==> run_1/layer_met1.png <==
Scale bar: 20 microns. Supply wires on this layer in grey.
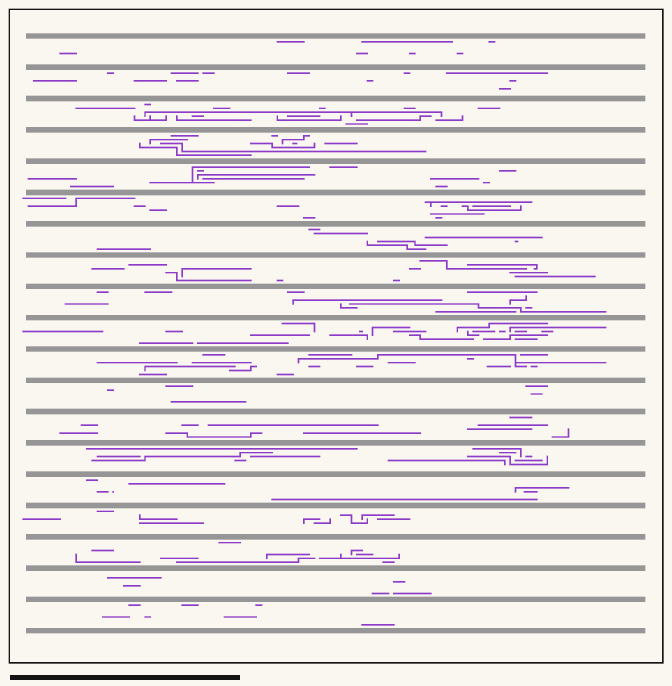
==> run_1/layer_met2.png <==
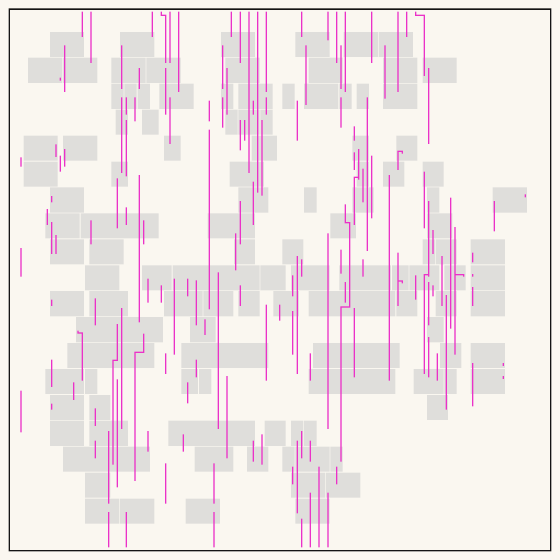
==> run_1/layer_met3.png <==
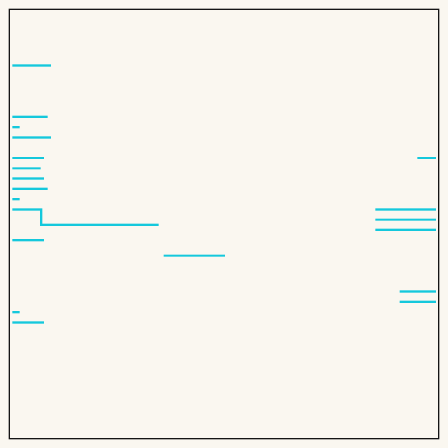
### config.mk
export PLATFORM = sky130hd
export DESIGN_NAME = dma_transfer_sequencer
export DESIGN_NICKNAME = d
export VERILOG_FILES = /design/src/rtl/dma_transfer_sequencer.sv
export SDC_FILE = /design/constraint.sdc
export NUM_CORES = 1
export LEC_CHECK = 0
export CELL_PAD_IN_SITES_DETAIL_PLACEMENT = 0
export CELL_PAD_IN_SITES_GLOBAL_PLACEMENT = 1
export CORE_UTILIZATION = 24
export DETAILED_ROUTE_END_ITERATION = 6
export PLACE_DENSITY_LB_ADDON = 0.05
export SLEW_MARGIN = 0
export SYNTH_ARGS = -nofsm -noshare
export SYNTH_HDL_FRONTEND = slang
export SYNTH_SLANG_ARGS = --single-unit
### constraint.sdc
create_clock -name Clock -period 3.4 [get_ports Clock]
set_clock_uncertainty 0.15 [all_clocks]
set_input_delay 0.85 -clock Clock [delete_from_list [all_inputs] [get_ports Clock]]
set_output_delay 0.85 -clock Clock [all_outputs]
set_load 0.01 [all_outputs]
### src/rtl/dma_transfer_sequencer.sv
// DMA transfer sequencer: runs the HRQ/HLDA handshake and steps one transfer
// cycle per service through S0..S4. Optional READY wait state: DMA_SEQ_READY_EN.
module dma_transfer_sequencer #(
    parameter int NCH = 4
) (
    input  logic           Clock,
    input  logic           Reset_n,
    input  logic           ReqValid,
    input  logic [1:0]     ReqChannel,
    input  logic [5:0]     ModeIn,
    input  logic [7:0]     CommandIn,
    input  logic [NCH-1:0] TWCZero,
    input  logic           HLDA,
    input  logic           READY,
    input  logic           EOP_n,
    output logic           HRQ,
    output logic           AEN,
    output logic           ADSTB,
    output logic [NCH-1:0] DACK,
    output logic           MEMR_n,
    output logic           MEMW_n,
    output logic           IOR_n,
    output logic           IOW_n,
    output logic [NCH-1:0] TAREnable,
    output logic [NCH-1:0] TARLoad,
    output logic [NCH-1:0] TWCLoad,
    output logic [NCH-1:0] RollOverCheck,
    output logic           TCOut,
    output logic           Busy
);

    typedef enum logic [2:0] {
        ST_I, ST_0, ST_1, ST_2, ST_3, ST_4
`ifdef DMA_SEQ_READY_EN
        , ST_W
`endif
    } state_t;

    localparam logic [1:0] XM_DEMAND = 2'b00;
    localparam logic [1:0] XM_BLOCK  = 2'b10;
    localparam logic [1:0] TY_WRITE  = 2'b01;
    localparam logic [1:0] TY_READ   = 2'b10;
    localparam logic [NCH-1:0] ONE   = {{(NCH-1){1'b0}}, 1'b1};

    state_t     state_q, state_d;
    logic [1:0] ch_q, ch_d;
    logic [1:0] xmode_q, xmode_d;
    logic [1:0] xtype_q, xtype_d;
    logic       tc;

    // Bits decoded by the datapath or not relevant to sequencing.
    logic unused_bits;
`ifdef DMA_SEQ_READY_EN
    assign unused_bits = ^{ModeIn[3:2], CommandIn[7:3], CommandIn[1:0]};
`else
    assign unused_bits = ^{ModeIn[3:2], CommandIn[7:3], CommandIn[1:0], READY};
`endif

    always_ff @(posedge Clock or negedge Reset_n) begin
        if (!Reset_n) begin
            state_q <= ST_I;
            ch_q    <= 2'd0;
            xmode_q <= 2'd0;
            xtype_q <= 2'd0;
        end else begin
            state_q <= state_d;
            ch_q    <= ch_d;
            xmode_q <= xmode_d;
            xtype_q <= xtype_d;
        end
    end

    // EOP_n only matters in S4; a pulse elsewhere is dropped.
    assign tc = (state_q == ST_4) && (TWCZero[ch_q] || !EOP_n);

    always_comb begin
        state_d = state_q;
        ch_d    = ch_q;
        xmode_d = xmode_q;
        xtype_d = xtype_q;
        case (state_q)
            ST_I: begin
                if (ReqValid && !CommandIn[2]) begin
                    ch_d    = ReqChannel;
                    // Cascade sequences like single.
                    xmode_d = (ModeIn[5:4] == 2'b11) ? 2'b01 : ModeIn[5:4];
                    xtype_d = ModeIn[1:0];
                    state_d = ST_0;
                end
            end
            ST_0: begin
                if (CommandIn[2])  state_d = ST_I;
                else if (HLDA)     state_d = ST_1;
            end
            ST_1: state_d = ST_2;
            ST_2: state_d = ST_3;
`ifdef DMA_SEQ_READY_EN
            ST_3: state_d = READY ? ST_4 : ST_W;
            ST_W: if (READY) state_d = ST_4;
`else
            ST_3: state_d = ST_4;
`endif
            ST_4: begin
                if (!HLDA || tc)
                    state_d = ST_I;
                else if (xmode_q == XM_BLOCK)
                    state_d = ST_1;
                else if (xmode_q == XM_DEMAND && ReqValid && ReqChannel == ch_q)
                    state_d = ST_1;
                else
                    state_d = ST_I;
            end
            default: state_d = ST_I;
        endcase
    end

    logic in_xfer, addr_ph, ack_ph, rd_ph, wr_ph, ld_ph;
    logic [NCH-1:0] ch_oh;

    always_comb begin
        in_xfer = 1'b0;
        addr_ph = 1'b0;
        ack_ph  = 1'b0;
        rd_ph   = 1'b0;
        wr_ph   = 1'b0;
        ld_ph   = 1'b0;
        case (state_q)
            ST_1: begin in_xfer = 1'b1; addr_ph = 1'b1; end
            ST_2: begin in_xfer = 1'b1; addr_ph = 1'b1; ack_ph = 1'b1; rd_ph = 1'b1; end
            ST_3: begin in_xfer = 1'b1; addr_ph = 1'b1; ack_ph = 1'b1; rd_ph = 1'b1; wr_ph = 1'b1; end
`ifdef DMA_SEQ_READY_EN
            ST_W: begin in_xfer = 1'b1; addr_ph = 1'b1; ack_ph = 1'b1; rd_ph = 1'b1; wr_ph = 1'b1; end
`endif
            ST_4: begin in_xfer = 1'b1; ack_ph = 1'b1; ld_ph = 1'b1; end
            default: ;
        endcase
    end

    assign ch_oh         = ONE << ch_q;
    assign Busy          = (state_q != ST_I);
    assign HRQ           = Busy;
    assign AEN           = in_xfer;
    assign ADSTB         = (state_q == ST_1);
    assign DACK          = ack_ph  ? ch_oh : '0;
    assign TAREnable     = addr_ph ? ch_oh : '0;
    assign TARLoad       = ld_ph   ? ch_oh : '0;
    assign TWCLoad       = ld_ph   ? ch_oh : '0;
    assign RollOverCheck = ld_ph   ? ch_oh : '0;
    assign TCOut         = tc;
    assign MEMR_n        = !(rd_ph && xtype_q == TY_READ);
    assign IOR_n         = !(rd_ph && xtype_q == TY_WRITE);
    assign IOW_n         = !(wr_ph && xtype_q == TY_READ);
    assign MEMW_n        = !(wr_ph && xtype_q == TY_WRITE);

endmodule

==> run summary, run 1 <==
Vias per cell: 4.43
Startpoint types: primary input
Routability cong.: 0.698
Synth Warn #: 0
Total gr overflow: 0
CP max FO: 2
Top_reg_cell synth: dfrtp_1
Most frequent cells after synthesis: 12 x nor2_1, 9 x buf_4, 9 x dfrtp_1
CP Capture Type: output pin
Largest net degree at the start of global routing: 11
CTS Buf Count: 3
GRT Overall Usage: 10.9%
Async set or reset register ratio after synthesis: 100%
Gate Count Post-Synth: 84
H-tree Lvls: 1
Max rail drop VDD: 0.367 mV
Hold_buf cts: 0
Slew @ Worst Pin: 403 ps
CP cell instances: clkdlybuf4s50_1 -> mux4_2 -> nand2b_4 -> nor2b_1 -> dlygate4sd2_1
Initial antenna violation count: 0
FP Util: 25.8%
Worst path bufs/invs: 2
ANT nets after route: 0
Final worst path period need: 3250 ps
Flops after synth: 9
Maximum clock path buffer count: 2
Hold Crit Class: register to register
Full die area: 0.00321 sq mm
FF-to-FF path depth: 5
Area grow syn2layout: 57.6%
DRT Pass-1 Iters: 2
Worst Hold Depth: 2
Setup CP Type: primary input to output pin
Yosys aoi share: 8.55%
Final hold violations: 0
Drt wl/cell: 11.3 microns
Avg Inst Size Synth: 8.53 sq um
Status: finished clean
EDFF count, synth: 0
MaxCap Viol Count: 0
Post-Synth Adder-Cell Area: 0%
PortBufs: 44
Number of global-route vias before repair: 619
Layout Cells excl Fill: 149
Power Dens Cells: 650 mW/mm^2
Leak Pwr: 0.433 nW
Top-count cell post-synth: nor2_1
Clock net sink count: 9
Data arrival time of the critical path: 2250 ps
Clock slew at reported path FFs: 60 ps
Seq share, synth: 31.4%
Top cells, area: dfrtp_1 31%, buf_4 9.4%, mux2_2 7.9%
WP data required: 2400 ps
Filler cell count: 301
TritonCTS clock tree: yes
Ratio of cells with drive above 1 in the final layout: 11.9%
Back to the opening pictures, layer_met1.png:
wire length on this layer	820 microns
longest straight run	25.8 microns
share of all routed wire	49%
nets with wire on the layer	112
main direction	horizontal
DRT Wirelength: 1680 microns
global-route met1 utilization: 14.4%
routed via count: 660

Back to the opening pictures, layer_met2.png:
wire length on this layer	758 microns
nets with wire on the layer	119
longest straight run	21.4 microns

Back to the opening pictures, layer_met3.png:
wire length on this layer	103 microns
nets with wire on the layer	20
longest straight run	15.4 microns
main direction	horizontal
met3 Track Usage GR: 3.46%

[run 1: power breakdown]
group	switching, mW	internal, mW	leakage, nW	total (mW)
registers	0.0796	0.157	0.112	0.236
logic	0.171	0.247	0.306	0.418
clock network	0.0354	0.0451	0.0150	0.0805
total	0.286	0.449	0.433	0.735
[run 1: worst min-delay path: stages (launching register included)]
cell and delay [ps]:
dfrtp_1 340, nand2_1 50, o21ai_0 60
[run 1: sequential cells by signal (all words and copies together) (netlist names)]
register	flops
ch_q	2
state_q	3
xmode_q	2
xtype_q	2
[run 1: layer usage]
layer  part of all wire (%)  wire (microns)  GRT usage, %  vias to the layer above
li1                       -               -             -                      341
met1                     49             819          14.4                      298
met2                     45             758          16.8                       21
met3                    6.1             102          3.46                        0
met4                      0               0          3.14                        0
met5                      0               0             0                        -
[run 1: stage by stage]
step	setup WS, ps	instance area [sq um]	hold WS, ps	power (mW)
final	145	1130	332	0.735
after global routing	18.5	1130	367	0.796
after CTS	132	1130	343	0.748
after detailed placement	-69.5	1100	330	0.663
after global placement	-66.5	1100	325	0.660
after floorplan	820	717	300	0.511
[run 1: final timing paths]
check,end,slack (ps),from
setup / recovery,TCOut,150,TWCZero[3]
hold / removal,xmode_q[1],330,xmode_q[1]
setup reg to reg,state_q[1],1110,ch_q[0]
hold reg to reg,xmode_q[1],330,xmode_q[1]
max in group asynchronous,state_q[1],2080,Reset_n
min in group asynchronous,xtype_q[1],730,Reset_n
[run 1: layout make-up]
class / count / area (sq um) / share of cell area, %
Clock buffer: 4 / 26.3 / 2.33
Inverter: 1 / 3.75 / 0.332
Multi-Input combinational cell: 59 / 389 / 34.4
Sequential cell: 9 / 225 / 19.9
Tap cell: 31 / 38.8 / 3.43
Timing Repair Buffer: 45 / 447 / 39.5
## Run 2: what changed since run 1
--- a/config.mk
+++ b/config.mk
@@ -5,9 +5,10 @@
 export SDC_FILE = /design/constraint.sdc
 export NUM_CORES = 1
 export LEC_CHECK = 0
+export ABC_AREA = 1
 export CELL_PAD_IN_SITES_DETAIL_PLACEMENT = 0
 export CELL_PAD_IN_SITES_GLOBAL_PLACEMENT = 1
-export CORE_UTILIZATION = 24
+export CORE_UTILIZATION = 22
 export DETAILED_ROUTE_END_ITERATION = 6
 export PLACE_DENSITY_LB_ADDON = 0.05
 export SLEW_MARGIN = 0
==> run_2/layer_met2.png <==
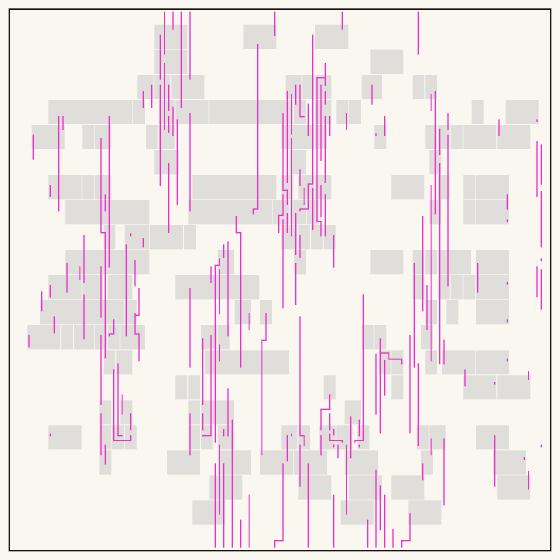
wire length on this layer	894 microns
share of all routed wire	48%
nets with wire on the layer	130
main direction	vertical
longest straight run	21.8 microns
routed via count: 795
M2 GR Usage: 19.9%
DRT Wirelength: 1860 microns

==> run_2/congestion.png <==
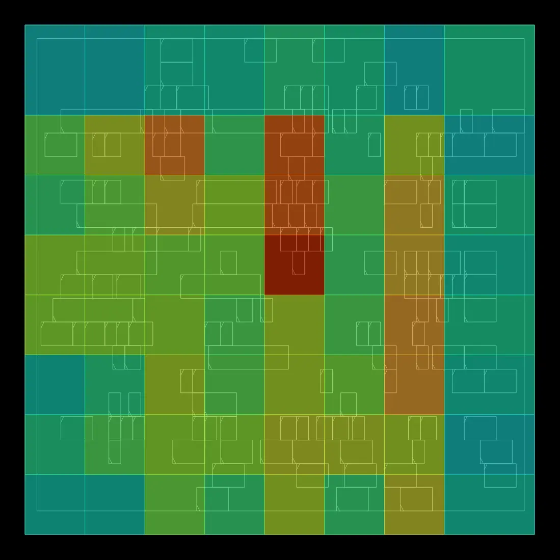
post-layout util: 37.9%
drt wl/cell: 9.44 microns
GRT Overall Usage: 11.8%

==> run 2 against run 1 <==
  * Sequential share of layout area is 0.45 points lower
  * Final area increased by 2.3%
  * Flip-flop count did not move
  * Total power fell by 12%
  * Die size increased by 7.3%
  * First-iteration DRC count went up to 8.5 times the previous value
  * Critical path type unchanged
==> run summary, run 2 <==
Status: finished clean
Top cells, area: dfrtp_1 32%, nand2_1 14%, inv_1 13%
Clock net sink count: 9
CP Capture Type: output pin
Routability cong.: 0.851
Top_reg_cell synth: dfrtp_1
Unrepaired setup endpoints after global routing: no
Log Warnings: 36
CP max FO: 2
EDFF count, synth: 0
Hold_buf cts: 0
Most frequent cells after synthesis: 26 x nand2_1, 25 x inv_1, 13 x nor2_1
Hold Crit Class: register to register
Avg Inst Size Synth: 6.15 sq um
Setup CP Type: primary input to output pin
Final hold violations: 0
H-tree Lvls: 1
DIE WIDTH: 58.7 microns
Setup Viol. Count Final: 0
FP Util: 23.2%
Maximum clock path buffer count: 2
Root Driver: clkbuf_4
Placed cell areas: 0.00113 sq mm
CP cell instances: clkdlybuf4s50_1 -> inv_1 -> o21ai_0 -> nor2_1 -> nor2_1 -> clkdlybuf4s50_1
Yosys stat area: 707 sq um
MaxCap Viol Count: 0
Post-CTS Setup Inserts: 0
Filler cell count: 346
Flops after synth: 9
TritonCTS clock tree: yes
Antenna Cells: 0
Initial antenna violation count: 0
Gate Count Post-Synth: 115
Rows: 20
Hold WS: 352 ps
Final worst path period need: 3220 ps
Startpoint types: primary input
DRT iter0 DRCs: 17
Layout Cells excl Fill: 197
Full die area: 0.00344 sq mm
Synth Warn #: 0
Data arrival time of the critical path: 2220 ps
Final net count: 180
DRT Pass-1 Iters: 4
WP data required: 2400 ps
Clock slew at reported path FFs: 60 ps
Achievable frequency: 310 MHz
Cts repair resizes: 0
Power Dens Cells: 560 mW/mm^2
Leak Pwr: 0.585 nW
Slew @ Worst Pin: 435 ps
Area grow syn2layout: 63.5%
Most flops, register: state_q
Setup WS post-layout: 178 ps
Largest net degree at the start of global routing: 11
Synthesized cell area: 707 sq um
Post-synth net total: 141
Commonest non-fill, non-tap cells in the layout: 44 x clkdlybuf4s50_1, 26 x nand2_1, 25 x inv_1
CTS Buf Count: 3
Total gr overflow: 0
Cycle use final: 94.8%
Max rail drop VDD: 0.213 mV
Max reg flops: 3
PortBufs: 44
CP max stage delay: 550 ps
Post-route DRC: 0
Number of global-route vias before repair: 688
Post-layout total power: 647 uW
Seq share, synth: 31.9%
Final Max Slew Viols: 0
ANT nets after route: 0
Async set or reset register ratio after synthesis: 100%
Vias per cell: 4.04
Dpl ws: 158 ps
Worst skew pair latency: 250 ps
Ratio of cells with drive above 1 in the final layout: 5.23%
Top-count cell post-synth: nand2_1
==> run_2/placement_by_type.png <==
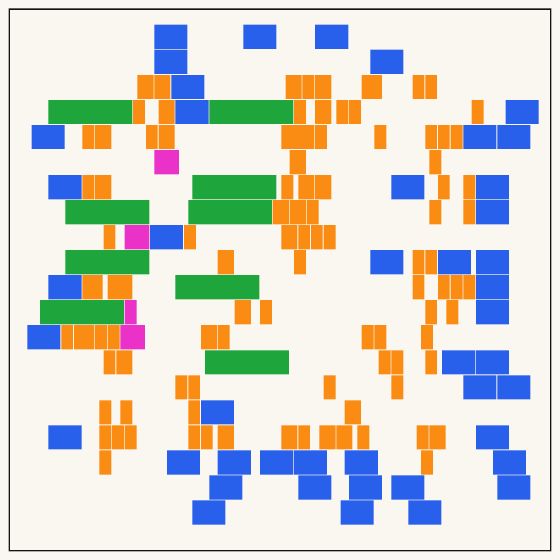
colour	class	cells
orange	combinational and other logic	96
magenta	clock drivers and dummy loads	4
green	flops	9
blue	other buffers and delay cells	44
Seq area share: 19.5%
total core area: 0.00305 sq mm
Final Instance Area: 0.00116 sq mm

## run 2: logic make-up (layout without fill, tap and decap cells)
kind of cell           after synthesis  after routing  share of synthesized area, %
DFF                                  9              9                          31.9
buffers and inverters               37             75                          24.6
AOI/OAI and AO/OA                   11             11                          8.32
and+or+nand+nor                     58             58                          35.2
## run 2: area by class of cell
| cell class | instances | area (sq um) | share of cell area, % |
|---|---|---|---|
| timing repair buffer | 44 | 440 | 38.1 |
| multi-input combinational | 69 | 308 | 26.6 |
| sequential | 9 | 225 | 19.5 |
| tap | 44 | 55.1 | 4.76 |
| clock buffer | 4 | 26.3 | 2.27 |
| inverter | 27 | 101 | 8.77 |
## run 2: critical path: cells and delay by family
family,cells,cell delay [ps]
and+or+nand+nor,2,180
AOI/OAI and AO/OA,1,160
buffers and inverters,3,1030
## run 2: power by group
group          internal, mW  leakage, nW  switching (mW)
combinational         0.166        0.457           0.197
clock                0.0451       0.0150          0.0346
sequential            0.153        0.113          0.0508
total                 0.364        0.585           0.283
## run 2: per-layer routing
metal | track usage (%) | vias to the layer above | share of wire (%)
li1 | - | 420 | -
met1 | 13.8 | 339 | 44
met2 | 19.9 | 32 | 48
met3 | 2.42 | 4 | 6.5
met4 | 6.80 | 0 | 1.6
met5 | 0 | - | 0
## run 2: final timing paths
check                            from    endpoint  slack, ps  cells after the start
setup / recovery           TWCZero[2]       TCOut        180                      6
hold / removal             xmode_q[0]  xmode_q[0]        350                      1
setup reg to reg           state_q[1]  state_q[1]       1840                      5
hold reg to reg            xmode_q[0]  xmode_q[0]        350                      1
max in group asynchronous     Reset_n  xmode_q[1]       2080                      1
min in group asynchronous     Reset_n  state_q[2]        740                      1
No activity file was given, so power comes from the tool's default toggle rates.
